**src/rtl/boot_loader_pkg.sv**
```systemverilog
// Shared constants for the boot loader: load-FSM state encodings, stream
// byte geometry and the image-length acceptance rule.
package boot_loader_pkg;

    localparam int BYTE_W         = 8;
    localparam int BYTE_CNT_W     = 2;
    localparam int WORDS_LOADED_W = 7;

    localparam logic [BYTE_CNT_W-1:0] LAST_BYTE_IDX = 2'd3;

    typedef enum logic [2:0] {
        ST_LEN   = 3'd0,
        ST_DATA  = 3'd1,
        ST_WRITE = 3'd2,
        ST_CHECK = 3'd3,
        ST_DONE  = 3'd4,
        ST_ERROR = 3'd5
    } load_state_e;

    // Zero-length images and images larger than the memory window are rejected.
    function automatic logic len_ok(input logic [BYTE_W-1:0] n, input int unsigned max_words);
        return (n != '0) && (32'(n) <= max_words);
    endfunction

endpackage

```
**src/rtl/boot_loader_byte_word_packer.sv**
```systemverilog
// Packs a big-endian byte stream into words: shift register, byte counter
// and a flag that fires on the transfer completing a word.
module byte_word_packer
    import boot_loader_pkg::*;
#(
    parameter int WORD_SIZE = 32
) (
    input  logic                 clk,
    input  logic                 rst,
    input  logic                 clear,
    input  logic                 shift_en,
    input  logic [BYTE_W-1:0]    byte_in,
    output logic [WORD_SIZE-1:0] word_next,
    output logic                 word_complete
);

    logic [WORD_SIZE-1:0]  word_q, word_d;
    logic [BYTE_CNT_W-1:0] cnt_q, cnt_d;

    always_comb begin
        word_next     = {word_q[WORD_SIZE-BYTE_W-1:0], byte_in};
        word_d        = word_q;
        cnt_d         = cnt_q;
        word_complete = 1'b0;
        if (clear) begin
            word_d = '0;
            cnt_d  = '0;
        end else if (shift_en) begin
            word_d        = word_next;
            cnt_d         = cnt_q + 1'b1;
            word_complete = (cnt_q == LAST_BYTE_IDX);
        end
    end

    always_ff @(posedge clk or negedge rst) begin
        if (!rst) begin
            word_q <= '0;
            cnt_q  <= '0;
        end else begin
            word_q <= word_d;
            cnt_q  <= cnt_d;
        end
    end

endmodule

```
**src/rtl/boot_loader.sv**
```systemverilog
// Streams a length-prefixed, XOR-checksummed program into instruction memory
// while holding the processor in reset; releases it once the image verifies.
module boot_loader
    import boot_loader_pkg::*;
#(
    parameter int WORD_SIZE  = 32,
    parameter int ADDR_WIDTH = 8,
    parameter int MAX_WORDS  = 64
) (
    input  logic                      clk,
    input  logic                      rst,
    input  logic                      restart,
    input  logic [BYTE_W-1:0]         in_data,
    input  logic                      in_valid,
    output logic                      in_ready,
    output logic                      mem_write_en,
    output logic [ADDR_WIDTH-1:0]     mem_address,
    output logic [WORD_SIZE-1:0]      mem_write_data,
    output logic                      cpu_hold,
    output logic                      load_done,
    output logic                      load_error,
    output logic [WORDS_LOADED_W-1:0] words_loaded
);

    load_state_e               state_q, state_d;
    logic [BYTE_W-1:0]         len_q, len_d;
    logic [BYTE_W-1:0]         csum_q, csum_d;
    logic [WORDS_LOADED_W-1:0] words_q, words_d;
    logic [ADDR_WIDTH-1:0]     addr_q, addr_d;
    logic [WORD_SIZE-1:0]      wdata_q, wdata_d;
    logic                      wen_q, wen_d;
    logic                      ready_q, ready_d;
    logic                      hold_q, hold_d;
    logic                      done_q, done_d;
    logic                      err_q, err_d;

    logic                      xfer;
    logic [WORD_SIZE-1:0]      word_next;
    logic                      word_complete;

    assign xfer = in_valid && ready_q;

    byte_word_packer #(
        .WORD_SIZE(WORD_SIZE)
    ) u_packer (
        .clk          (clk),
        .rst          (rst),
        .clear        (state_q == ST_LEN),
        .shift_en     (xfer && (state_q == ST_DATA)),
        .byte_in      (in_data),
        .word_next    (word_next),
        .word_complete(word_complete)
    );

    always_comb begin
        state_d = state_q;
        len_d   = len_q;
        csum_d  = csum_q;
        words_d = words_q;
        addr_d  = addr_q;
        wdata_d = wdata_q;
        case (state_q)
            ST_LEN: begin
                if (xfer) begin
                    len_d   = in_data;
                    csum_d  = in_data;
                    state_d = len_ok(in_data, MAX_WORDS) ? ST_DATA : ST_ERROR;
                end
            end
            ST_DATA: begin
                if (xfer) begin
                    csum_d = csum_q ^ in_data;
                    if (word_complete) begin
                        // Latch address and word on WRITE entry so they hold afterwards.
                        state_d = ST_WRITE;
                        addr_d  = ADDR_WIDTH'({words_q, 2'b00});
                        wdata_d = word_next;
                    end
                end
            end
            ST_WRITE: begin
                words_d = words_q + 1'b1;
                state_d = ({1'b0, words_d} == len_q) ? ST_CHECK : ST_DATA;
            end
            ST_CHECK: begin
                if (xfer) begin
                    state_d = (in_data == csum_q) ? ST_DONE : ST_ERROR;
                end
            end
            ST_DONE, ST_ERROR: begin
                if (restart) begin
                    state_d = ST_LEN;
                    words_d = '0;
                    csum_d  = '0;
                end
            end
            default: state_d = ST_ERROR;
        endcase

        // Outputs decode the next state so they are registered yet aligned with it.
        ready_d = (state_d == ST_LEN) || (state_d == ST_DATA) || (state_d == ST_CHECK);
        wen_d   = (state_d == ST_WRITE);
        hold_d  = (state_d != ST_DONE);
        done_d  = (state_d == ST_DONE);
        err_d   = (state_d == ST_ERROR);
    end

    always_ff @(posedge clk or negedge rst) begin
        if (!rst) begin
            state_q <= ST_LEN;
            len_q   <= '0;
            csum_q  <= '0;
            words_q <= '0;
            addr_q  <= '0;
            wdata_q <= '0;
            wen_q   <= 1'b0;
            ready_q <= 1'b1;
            hold_q  <= 1'b1;
            done_q  <= 1'b0;
            err_q   <= 1'b0;
        end else begin
            state_q <= state_d;
            len_q   <= len_d;
            csum_q  <= csum_d;
            words_q <= words_d;
            addr_q  <= addr_d;
            wdata_q <= wdata_d;
            wen_q   <= wen_d;
            ready_q <= ready_d;
            hold_q  <= hold_d;
            done_q  <= done_d;
            err_q   <= err_d;
        end
    end

    assign in_ready       = ready_q;
    assign mem_write_en   = wen_q;
    assign mem_address    = addr_q;
    assign mem_write_data = wdata_q;
    assign cpu_hold       = hold_q;
    assign load_done      = done_q;
    assign load_error     = err_q;
    assign words_loaded   = words_q;

endmodule

```
**config.mk**
```make
export PLATFORM = sky130hd
export DESIGN_NAME = boot_loader
export DESIGN_NICKNAME = d
export VERILOG_FILES = /design/src/rtl/boot_loader_pkg.sv /design/src/rtl/boot_loader_byte_word_packer.sv /design/src/rtl/boot_loader.sv
export SDC_FILE = /design/constraint.sdc
export NUM_CORES = 1
export LEC_CHECK = 0
export CORE_MARGIN = 2
export CORE_UTILIZATION = 51
export CTS_BUF_LIST = sky130_fd_sc_hd__clkbuf_8
export CTS_CLUSTER_SIZE = 30
export DETAILED_ROUTE_END_ITERATION = 12
export GPL_TIMING_DRIVEN = 0
export MAX_ROUTING_LAYER = met4
export PLACE_DENSITY = 0.79
export SETUP_SLACK_MARGIN = 0.05
export SLEW_MARGIN = 20
export SYNTH_ARGS = -nofsm -noshare
export SYNTH_HDL_FRONTEND = slang
export SYNTH_SLANG_ARGS = --single-unit
```
**constraint.sdc**
```tcl
create_clock -name clk -period 1.85 [get_ports clk]
set_input_delay 0.37 -clock clk [delete_from_list [all_inputs] [get_ports clk]]
set_output_delay 0.37 -clock clk [all_outputs]
set_load 0.05 [all_outputs]
```
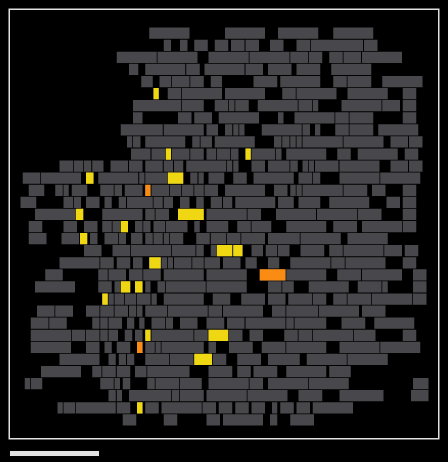
(gate families picked out)
Bar = 20 um.
| colour | family | cells | most used |
|---|---|---|---|
| orange | inv cells | 3 | inv_1 |
| yellow | nor cells | 19 | nor2_1 |
logic share of the area: 33.8%
fin cells: 547
most numerous logic cell after layout: dfrtp_1

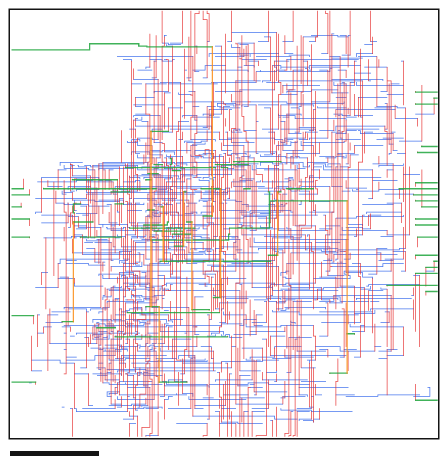
(metal layers overlaid)
Bar = 20 um.
| colour | layer | wire length |
|---|---|---|
| green | metal 3 | 480 um |
| red | metal 2 | 5100 um |
| orange | metal 4 | 239 um |
| blue | metal 1 | 4270 um |
final WL: 10.1 mm
DR vias: 3105

==> deck_impl_summary.md <==
Key Metrics from the Run

STA
  • Fin Clk Skew: 0.0187 ns
  • Hold Violations, Final: 0
  • Setup TNS: 0 ns
  • RSZ-0062 raised after global routing: true
  • Final Cycle Share: 97.3%
  • Post-layout min period: 1.80 ns
  • Setup violators final: 0

Logic synthesis
  • Yosys cell types: 50
  • Registers, synthesis: about 95
  • Seq share, synth: a little over half
  • Post-synth EDFFs: 0
  • Dominant cell area share: 53.5%
  • Mapped Area: 4350 um^2
  • Chip area in the Yosys report: 4350 um^2
  • Yosys aoi share: 10.9%

CTS
  • Root Driver: clkbuf_8
  • CTS tree: done
  • Clock buffer depth: 2

Worst setup path
  • Crit path max fanout: 6
  • CP Capture Type: flop
  • Arrival time worst endpoint: about 2.1 ns
  • Worst path buffer plus inverter count: 2
  • CP max stage cell: dfstp_4
  • Worst path max stage delay: 0.65 ns
  • Worst setup startpoint: in_ready$_DFF_PN1_
  • Crit Path Class: reg -> reg
  • CP top delay family: flip-flops
  • WP data required: 2.11 ns

Pwr
  • IR drop worst, VDD: approximately 0.76 mV
  • Sw frac: 44.5%
  • Comb pwr share: 51.1%
  • Sw Pwr: 4.42 mW
  • Power Dens Cells: around 1800 nW/um^2

Detailed routing
  • Drt pass-1 iters: 4
  • DR iter-0 viols: 176

Cells and area
  • # fillers: 618
  • Post-layout nets: 451
  • Comb area: 1880 um^2
  • Antenna diodes: 0
  • Area grow syn2layout: 27.8%
  • Share of layout cells above drive strength 1: 31.2%

Job
  • OpenROAD warning count: 29
  • Max cap viols: 0

GRT
  • First-pass GRT wire length: 15.8 mm
  • Pin count of the biggest net entering global routing: 71
  • Vias in the first global route: 3028
  • Total GRT Usage: 23.4%

Place
  • Placer Congestion: 0.914
  • Port-buffer cells: roughly 56

Floorplan
  • Die width: 96.3 um
  • Row count: 33
  • FP Util: 52.7%
  • Num ports: 64
  • Die area: a little over 9000 um^2
  • Die height: 96.3 um

Status
  • Status: finished, final reports clean
## registers in the layout, summed over array words and instances, names as in the netlist
| signal | flops |
|---|---|
| cpu_hold | 1 |
| csum_q | 8 |
| in_ready | 1 |
| len_q | 8 |
| load_done | 1 |
| load_error | 1 |
| mem_address | 6 |
| mem_write_data | 32 |
| mem_write_en | 1 |
| state_q | 3 |
| u_packer.cnt_q | 2 |
| u_packer.word_q | 24 |
| words_loaded | 7 |
## layer usage
| metal | part of all wire (%) | vias to the layer above | global-route usage [%] |
|---|---|---|---|
| li1 | - | 1414 | - |
| met1 | 42 | 1566 | 30.5 |
| met2 | 51 | 102 | 37.1 |
| met3 | 4.8 | 23 | 3.37 |
| met4 | 2.4 | 0 | 9.51 |
| met5 | 0 | - | - |
## Yosys cell counts, types with 2 or more instances
library cell	n
mux2_4	30
a21oi_1	16
buf_2	5
a2bb2oi_1	4
nand3_1	4
nand2_2	2
nor2_1	7
dfstp_2	2
ha_1	2
mux2_2	21
buf_1	2
dfrtp_1	93
buf_4	3
buf_6	4
a311oi_1	2
xor2_1	6
xnor2_1	15
o21ai_0	18
nor4_1	3
a22o_1	17
nand2_1	30
nor3_1	6
nand4_1	2
clkbuf_1	12
mux2i_1	4
nand2b_1	11
a31oi_1	2
inv_1	2
o22ai_1	3
## timing repair
item                       4_1_cts  5_1_grt
pin swaps                        3        4
setup buffers                   10        8
gates cloned                     1        2
resized                         77       29
hold endpoints to repair        25        0
setup endpoints to repair      122       52
hold buffers                     1        0
## path summary, 6_finish.rpt
path,endpoint,slack (ns),cells past startpoint
setup / recovery,mem_write_data[10]$_DFFE_PN0P_,0.05,6
setup reg to reg,mem_write_data[10]$_DFFE_PN0P_,0.05,6
min in group asynchronous,u_packer.word_q[20]$_DFFE_PN0P_,0.40,2
hold reg to reg,u_packer.word_q[18]$_DFFE_PN0P_,0.51,1
hold / removal,len_q[2]$_DFFE_PN0P_,0.30,2
max in group asynchronous,in_ready$_DFF_PN1_,0.80,3
## worst reg2reg max path, delay by kind of cell, from the launching register on
family	cells	cell delay, ns
muxes	1	0.29
DFF	1	0.65
buffers and inverters	2	0.33
and+or+nand+nor	3	0.42
## layout make-up
cell class	instances	share of cell area, %
timing repair buffer	79	13.8
clock buffer	9	2.23
clock inverter	7	1.13
multi-input combinational	226	33.8
tap	105	2.36
sequential	95	43.0
buffer	23	3.29
inverter	3	0.428
## power by group through the flow
stage	Sequential, mW	Clock, mW	Combinational (mW)
after global placement	3.53	0	4.72
after CTS	3.52	1.32	4.80
after detailed placement	3.58	0	4.84
final	3.55	1.31	5.08
after floorplan	4.79	0	2.17
after global routing	3.65	1.44	5.40
## stage by stage
step | power (mW) | utilization, % | setup WS [ns] | cell area [um^2] | cells
floorplan | 6.96 | - | -0.0155 | 4390 | 350
global placement | 8.25 | 61.5 | -3.31 | 5080 | 511
detailed placement | 8.42 | 61.9 | -0.631 | 5110 | 512
CTS | 9.64 | 65.5 | 0.0450 | 5410 | 537
global route | 10.5 | 67.3 | 0.0218 | 5560 | 547
finish | 9.95 | 67.3 | 0.0491 | 5560 | 547
Power and IR drop assume default switching activity.
